### Wiring by layer

(4 px per µm) Only two layers are drawn.
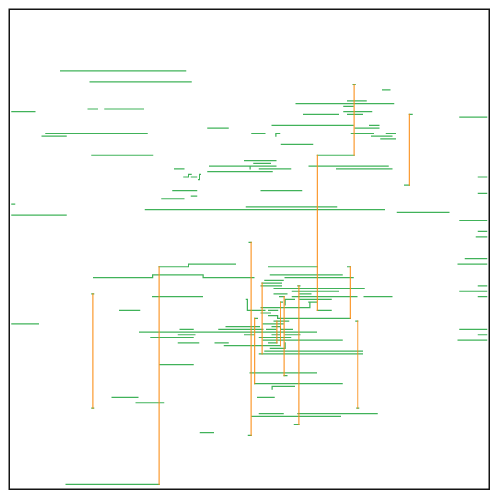
### Metal 1

(4 px per µm) Supply wires on this layer in grey.
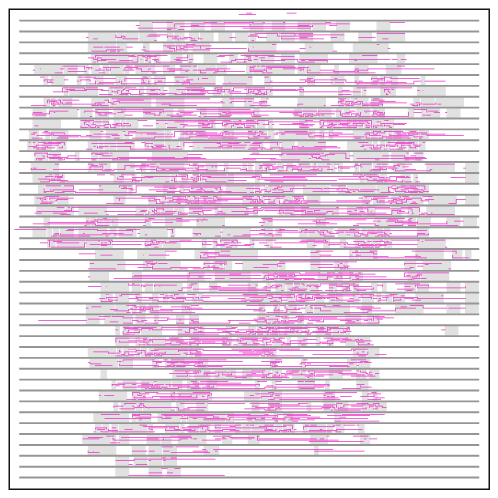
### The metal 4 layer

(4 px per µm) Supply wires on this layer in grey.
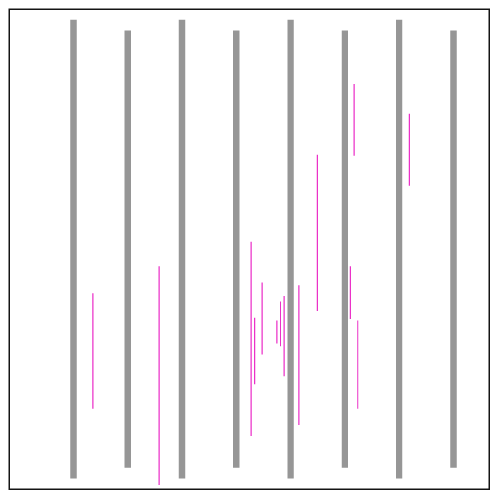
### Congestion heat map

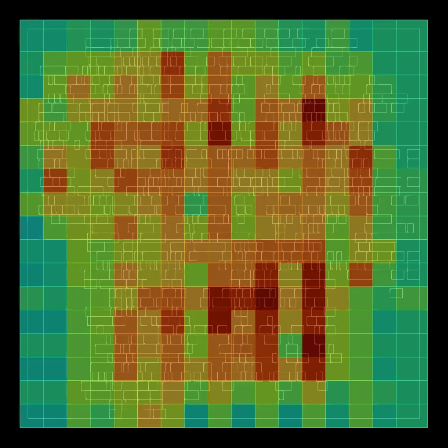
## config.mk

```make
export PLATFORM = sky130hd
export DESIGN_NAME = term_ctrl
export DESIGN_NICKNAME = d
export VERILOG_FILES = /design/src/rtl/term_ctrl.sv
export SDC_FILE = /design/constraint.sdc
export NUM_CORES = 1
export LEC_CHECK = 0
export CAP_MARGIN = 0
export CORE_MARGIN = 2
export CORE_UTILIZATION = 40
export DETAILED_ROUTE_END_ITERATION = 8
export PLACE_DENSITY = 0.68
export SLEW_MARGIN = 20
export SYNTH_ARGS = -nofsm -noshare
export SYNTH_HDL_FRONTEND = slang
export SYNTH_SLANG_ARGS = --single-unit
export TNS_END_PERCENT = 10
```

## constraint.sdc

```tcl
create_clock -name clk -period 11.6 [get_ports clk]
set_input_delay 1.16 -clock clk [delete_from_list [all_inputs] [get_ports clk]]
set_output_delay 1.16 -clock clk [all_outputs]
set_load 0.02 [all_outputs]
```

## src/rtl/term_ctrl.sv

```systemverilog
// Text-terminal sequencer: decodes PS/2 set-2 scan codes into character writes,
// owns the cursor and scroll base, and clears the recycled row after a scroll.
module term_ctrl #(
    parameter int COLS = 70,
    parameter int ROWS = 30
) (
    input  logic       clk,
    input  logic       reset,
    input  logic [7:0] key_data,
    input  logic       key_valid,
    output logic       wr_en,
    output logic [6:0] wr_x,
    output logic [4:0] wr_y,
    output logic [7:0] wr_data,
    output logic [6:0] cur_x,
    output logic [4:0] cur_y,
    output logic [4:0] scroll_base,
    output logic       busy,
    output logic       overrun,
    output logic       dbg_state
);

    // Handshake: key_valid is a one-cycle strobe with no back-pressure; a code that
    // arrives while the one-deep pending buffer is full is dropped and flagged on overrun.

    typedef enum logic {S_IDLE, S_CLEAR} state_t;

    localparam logic [6:0] X_MAX = 7'(COLS - 1);
    localparam logic [4:0] Y_MAX = 5'(ROWS - 1);

    state_t     state, n_state;
    logic       shift, n_shift;
    logic       brk, n_brk;
    logic       ext, n_ext;
    logic       pend_valid, n_pend_valid;
    logic [7:0] pend_data, n_pend_data;
    logic [6:0] n_cur_x;
    logic [4:0] n_cur_y, n_scroll_base;
    logic [4:0] clr_row, n_clr_row;
    logic [6:0] clr_x, n_clr_x;
    logic       n_wr_en, n_overrun;
    logic [6:0] n_wr_x;
    logic [4:0] n_wr_y;
    logic [7:0] n_wr_data;
    logic       proc, newline;
    logic [7:0] code, asc;

    function automatic logic [4:0] phys_row(input logic [4:0] base, input logic [4:0] y);
        logic [5:0] s;
        s = {1'b0, base} + {1'b0, y};
        if (s >= 6'(ROWS)) s = s - 6'(ROWS);
        return s[4:0];
    endfunction

    // Returns 0 for codes that are not printable.
    function automatic logic [7:0] to_ascii(input logic [7:0] sc, input logic up);
        logic [7:0] a;
        case (sc)
            8'h1C: a = 8'h61; 8'h32: a = 8'h62; 8'h21: a = 8'h63; 8'h23: a = 8'h64;
            8'h24: a = 8'h65; 8'h2B: a = 8'h66; 8'h34: a = 8'h67; 8'h33: a = 8'h68;
            8'h43: a = 8'h69; 8'h3B: a = 8'h6A; 8'h42: a = 8'h6B; 8'h4B: a = 8'h6C;
            8'h3A: a = 8'h6D; 8'h31: a = 8'h6E; 8'h44: a = 8'h6F; 8'h4D: a = 8'h70;
            8'h15: a = 8'h71; 8'h2D: a = 8'h72; 8'h1B: a = 8'h73; 8'h2C: a = 8'h74;
            8'h3C: a = 8'h75; 8'h2A: a = 8'h76; 8'h1D: a = 8'h77; 8'h22: a = 8'h78;
            8'h35: a = 8'h79; 8'h1A: a = 8'h7A;
            8'h45: a = 8'h30; 8'h16: a = 8'h31; 8'h1E: a = 8'h32; 8'h26: a = 8'h33;
            8'h25: a = 8'h34; 8'h2E: a = 8'h35; 8'h36: a = 8'h36; 8'h3D: a = 8'h37;
            8'h3E: a = 8'h38; 8'h46: a = 8'h39; 8'h29: a = 8'h20;
            default: a = 8'h00;
        endcase
        if (up && a >= 8'h61) a = a - 8'h20;
        return a;
    endfunction

    always_comb begin
        n_state       = state;
        n_shift       = shift;
        n_brk         = brk;
        n_ext         = ext;
        n_pend_valid  = pend_valid;
        n_pend_data   = pend_data;
        n_cur_x       = cur_x;
        n_cur_y       = cur_y;
        n_scroll_base = scroll_base;
        n_clr_row     = clr_row;
        n_clr_x       = clr_x;
        n_wr_en       = 1'b0;
        n_wr_x        = wr_x;
        n_wr_y        = wr_y;
        n_wr_data     = wr_data;
        n_overrun     = 1'b0;
        proc          = 1'b0;
        newline       = 1'b0;
        code          = 8'h00;

        if (state == S_IDLE) begin
            if (pend_valid) begin
                proc         = 1'b1;
                code         = pend_data;
                n_pend_valid = key_valid;
                if (key_valid) n_pend_data = key_data;
            end else if (key_valid) begin
                proc = 1'b1;
                code = key_data;
            end
        end
        asc = to_ascii(code, shift);

        case (state)
            S_IDLE: begin
                if (proc) begin
                    if (code == 8'hF0) begin
                        n_brk = 1'b1;
                    end else if (code == 8'hE0) begin
                        n_ext = 1'b1;
                    end else if (brk) begin
                        n_brk = 1'b0;
                        n_ext = 1'b0;
                        if (code == 8'h12 || code == 8'h59) n_shift = 1'b0;
                    end else if (ext) begin
                        n_ext = 1'b0;
                    end else if (code == 8'h12 || code == 8'h59) begin
                        n_shift = 1'b1;
                    end else if (code == 8'h5A) begin
                        newline = 1'b1;
                    end else if (code == 8'h66) begin
                        if (cur_x != 7'd0) begin
                            n_cur_x   = cur_x - 7'd1;
                            n_wr_en   = 1'b1;
                            n_wr_x    = cur_x - 7'd1;
                            n_wr_y    = phys_row(scroll_base, cur_y);
                            n_wr_data = 8'h20;
                        end else if (cur_y != 5'd0) begin
                            n_cur_x   = X_MAX;
                            n_cur_y   = cur_y - 5'd1;
                            n_wr_en   = 1'b1;
                            n_wr_x    = X_MAX;
                            n_wr_y    = phys_row(scroll_base, cur_y - 5'd1);
                            n_wr_data = 8'h20;
                        end
                    end else if (asc != 8'h00) begin
                        n_wr_en   = 1'b1;
                        n_wr_x    = cur_x;
                        n_wr_y    = phys_row(scroll_base, cur_y);
                        n_wr_data = asc;
                        if (cur_x == X_MAX) newline = 1'b1;
                        else n_cur_x = cur_x + 7'd1;
                    end
                end
                // Scrolling recycles the old top row as the new bottom row.
                if (newline) begin
                    n_cur_x = 7'd0;
                    if (cur_y != Y_MAX) begin
                        n_cur_y = cur_y + 5'd1;
                    end else begin
                        n_scroll_base = (scroll_base == Y_MAX) ? 5'd0 : scroll_base + 5'd1;
                        n_clr_row     = scroll_base;
                        n_clr_x       = 7'd0;
                        n_state       = S_CLEAR;
                    end
                end
            end
            S_CLEAR: begin
                n_wr_en   = 1'b1;
                n_wr_x    = clr_x;
                n_wr_y    = clr_row;
                n_wr_data = 8'h20;
                if (clr_x == X_MAX) n_state = S_IDLE;
                else n_clr_x = clr_x + 7'd1;
                if (key_valid) begin
                    if (pend_valid) begin
                        n_overrun = 1'b1;
                    end else begin
                        n_pend_valid = 1'b1;
                        n_pend_data  = key_data;
                    end
                end
            end
            default: n_state = S_IDLE;
        endcase
    end

    always_ff @(posedge clk) begin
        if (reset) begin
            state       <= S_IDLE;
            shift       <= 1'b0;
            brk         <= 1'b0;
            ext         <= 1'b0;
            pend_valid  <= 1'b0;
            pend_data   <= 8'h00;
            cur_x       <= 7'd0;
            cur_y       <= 5'd0;
            scroll_base <= 5'd0;
            clr_row     <= 5'd0;
            clr_x       <= 7'd0;
            wr_en       <= 1'b0;
            wr_x        <= 7'd0;
            wr_y        <= 5'd0;
            wr_data     <= 8'h00;
            overrun     <= 1'b0;
        end else begin
            state       <= n_state;
            shift       <= n_shift;
            brk         <= n_brk;
            ext         <= n_ext;
            pend_valid  <= n_pend_valid;
            pend_data   <= n_pend_data;
            cur_x       <= n_cur_x;
            cur_y       <= n_cur_y;
            scroll_base <= n_scroll_base;
            clr_row     <= n_clr_row;
            clr_x       <= n_clr_x;
            wr_en       <= n_wr_en;
            wr_x        <= n_wr_x;
            wr_y        <= n_wr_y;
            wr_data     <= n_wr_data;
            overrun     <= n_overrun;
        end
    end

    assign busy      = (state == S_CLEAR);
    assign dbg_state = (state == S_CLEAR);

endmodule
```

==> impl_metrics.toml <==
# synthesis and place-and-route metrics
[outcome]
status = "finished clean"

[power]
leakage_nw = 2.39
p_per_area_nw_per_um2 = 97.2

[synthesis]
synth_cell_types = 88
synth_seq_share = 0.240
async_flop_share = 0
ys_chip_area_um2 = 5350
synth_cells = 675
mux_area_frac = 0.0592
syn_avg_cell_area_um2 = 7.92
simple_gate_share = 0.255
ys_ff = 64
synthAoiAreaFrac = 0.279
ys_sh_adder = 0.0730
xor_share = 0.0360
ys_cells = 675
netlist_area_um2 = 5350
ys_warn_count = 0
synth_nets = 716

[detailed_routing]
postRouteAntennaNets = 0
detail_route.vias_per_cell = 6.18
drcViolationCount = 0
drtPass1Iterations = 5
first_iter_violations = 564

[flow_run]
warning_count = 36
cap_viol_max_count = 0

[timing]
hold_viol = 0
rsz0062_at_grt = "no"
fmax_ghz = 0.173
clock_skew_ns = 0.00913
fin_crit_ns = 5.77
maxSlewHeadroom = 0.380
slew_violations = 0

[cells_and_area]
drive_gt1_frac = 0.0694
nNetsFinal = 743
flop_area_um2 = 1280
area_delta_synth_final_pct = 16.2
logic_area_um2 = 3770
finalInstanceArea_um2 = 6210

[cts]
cts_buffers = 9
cts_tree = "built"
cts_resized = 0
clk_path_buf_depth = 2
post_cts_buffers = 0
clock_latency_ns = 0.34
ctsHoldBuffers = 0
cts-htree-levels = 3
clkSinkCount = 64

[floorplanning]
die_h_um = 120
core_area_um2 = 13100
die_w_um = 120
initCoreUtil = 0.407
pin_count = 52
rows = 42

[global_route]
grt_first_pass_wirelength_mm = 28.1
grt_pass1_vias = 5275
gr-total-overflow = 0

[min_path]
hold_path_class = "flop to flop"

[critical_path]
path_cells = "clkdlybuf4s50_1, nand3b_4, a21oi_1, inv_1, ha_1, nand3_1, a31oi_1, a311oi_1, o21ai_1, or4b_1, o311ai_4, nand2_1, nor2_1"
arrival_ns = 6.03
slowest_stage = "clkdlybuf4s50_1"
path_max_fanout = 22
worstSetupPathType = "primary input to flop"
startpoint_type = "primary input"
ff2ff_path_depth = 12
end_kind = "flop"

[place]
dp.final_hpwl_mm = 12.7
placed_cell_area_um2 = 5910
Back to the opening pictures, 'Wiring by layer':
- orange: metal 4 (wire length 345 µm)
- green: metal 3 (wire length 1170 µm)
drt total wl: 17.2 mm
wire per inst: 19.5 µm

Back to the opening pictures, 'Metal 1':
- nets with wire on the layer: 691
- wire length on this layer: 7900 µm
- longest straight run: 48.8 µm
- share of all routed wire: 46%
- main direction: horizontal
met1 usage: 0.346
Via Count: 5452

Back to the opening pictures, 'The metal 4 layer':
- share of all routed wire: 2.0%
- wire length on this layer: 345 µm

Back to the opening pictures, 'Congestion heat map':
grt peak-use layer: met2
utilization after layout: 0.473
Tot GR Track Use: 0.247

per-layer routing:
layer	wire [µm]	part of all wire	track usage
met3	1170	0.068	0.0456
met5	0	0	0
met4	344	0.020	0.0985
met1	7900	0.46	0.346
met2	7780	0.45	0.373
layout make-up:
cell class	count	share of cell area
Inverter	31	0.0187
Clock inverter	3	0.00685
Timing Repair Buffer	55	0.0862
Multi-Input combinational cell	541	0.607
Tap cell	176	0.0354
Clock buffer	12	0.0397
Sequential cell	64	0.206
power by group:
group	total, W	switching [W]	internal (W)	leakage, nW
registers	0.000229	0.00000512	0.000224	0.517
clock network	0.000267	0.0000966	0.000171	0.139
logic	0.000107	0.0000691	0.0000381	1.73
total	0.000604	0.000171	0.000433	2.39
Yosys cell counts, types with 13 or more instances:
cell       n  area, µm²
mux2i_1   29        290
nor2_1    55        206
nor3_1    19       95.1
o21ai_0   35        175
xor2_1    13        114
nand4_1   14       87.6
ha_1      28        350
inv_1     30        113
a31oi_1   13       81.3
nand3_1   33        165
o211ai_1  14        105
nand2_1   54        203
clkbuf_1  25       93.8
a21oi_1   38        190
dfxtp_1   64       1280
logic make-up after synthesis:
family	after synthesis
buf+inv	70
mux	31
fa+ha+maj	30
compound gates	206
xor+xnor	22
simple gates	252
flops	64
state kept, by name, indices dropped and copies added, names as in the netlist, 5 cells and up:
| name | flops |
|---|---|
| wr_data | 8 |
| wr_x | 7 |
| wr_y | 5 |
| scroll_base | 5 |
| clr_x | 7 |
| clr_row | 5 |
| cur_y | 5 |
| cur_x | 7 |
| pend_data | 8 |
critical path: cells and delay by family:
kind,cells,cell delay (ns)
compound gates,5,1.85
fa+ha+maj,1,0.31
simple gates,5,1.53
buf+inv,2,1.18
path summary, 6_finish.rpt:
kind	startpoint	end	slack, ns
max reg2reg	busy	clr_x[2]	6.91
min	brk	shift	0.46
max	key_valid	clr_x[2]	5.83
min reg2reg	brk	shift	0.46
per-stage QoR:
| stage | hold slack (ns) | setup slack, ns | utilization | power, W |
|---|---|---|---|---|
| finish | 0.457 | 5.83 | 0.473 | 0.000604 |
| global route | 0.492 | 5.52 | 0.473 | 0.000629 |
| CTS | 0.460 | 5.83 | 0.472 | 0.000605 |
| detailed placement | 0.453 | 5.49 | 0.450 | 0.000337 |
| global placement | 0.445 | 5.64 | 0.450 | 0.000337 |
| floorplan | 0.432 | 7.26 | - | 0.000305 |
Power and IR drop assume default switching activity.
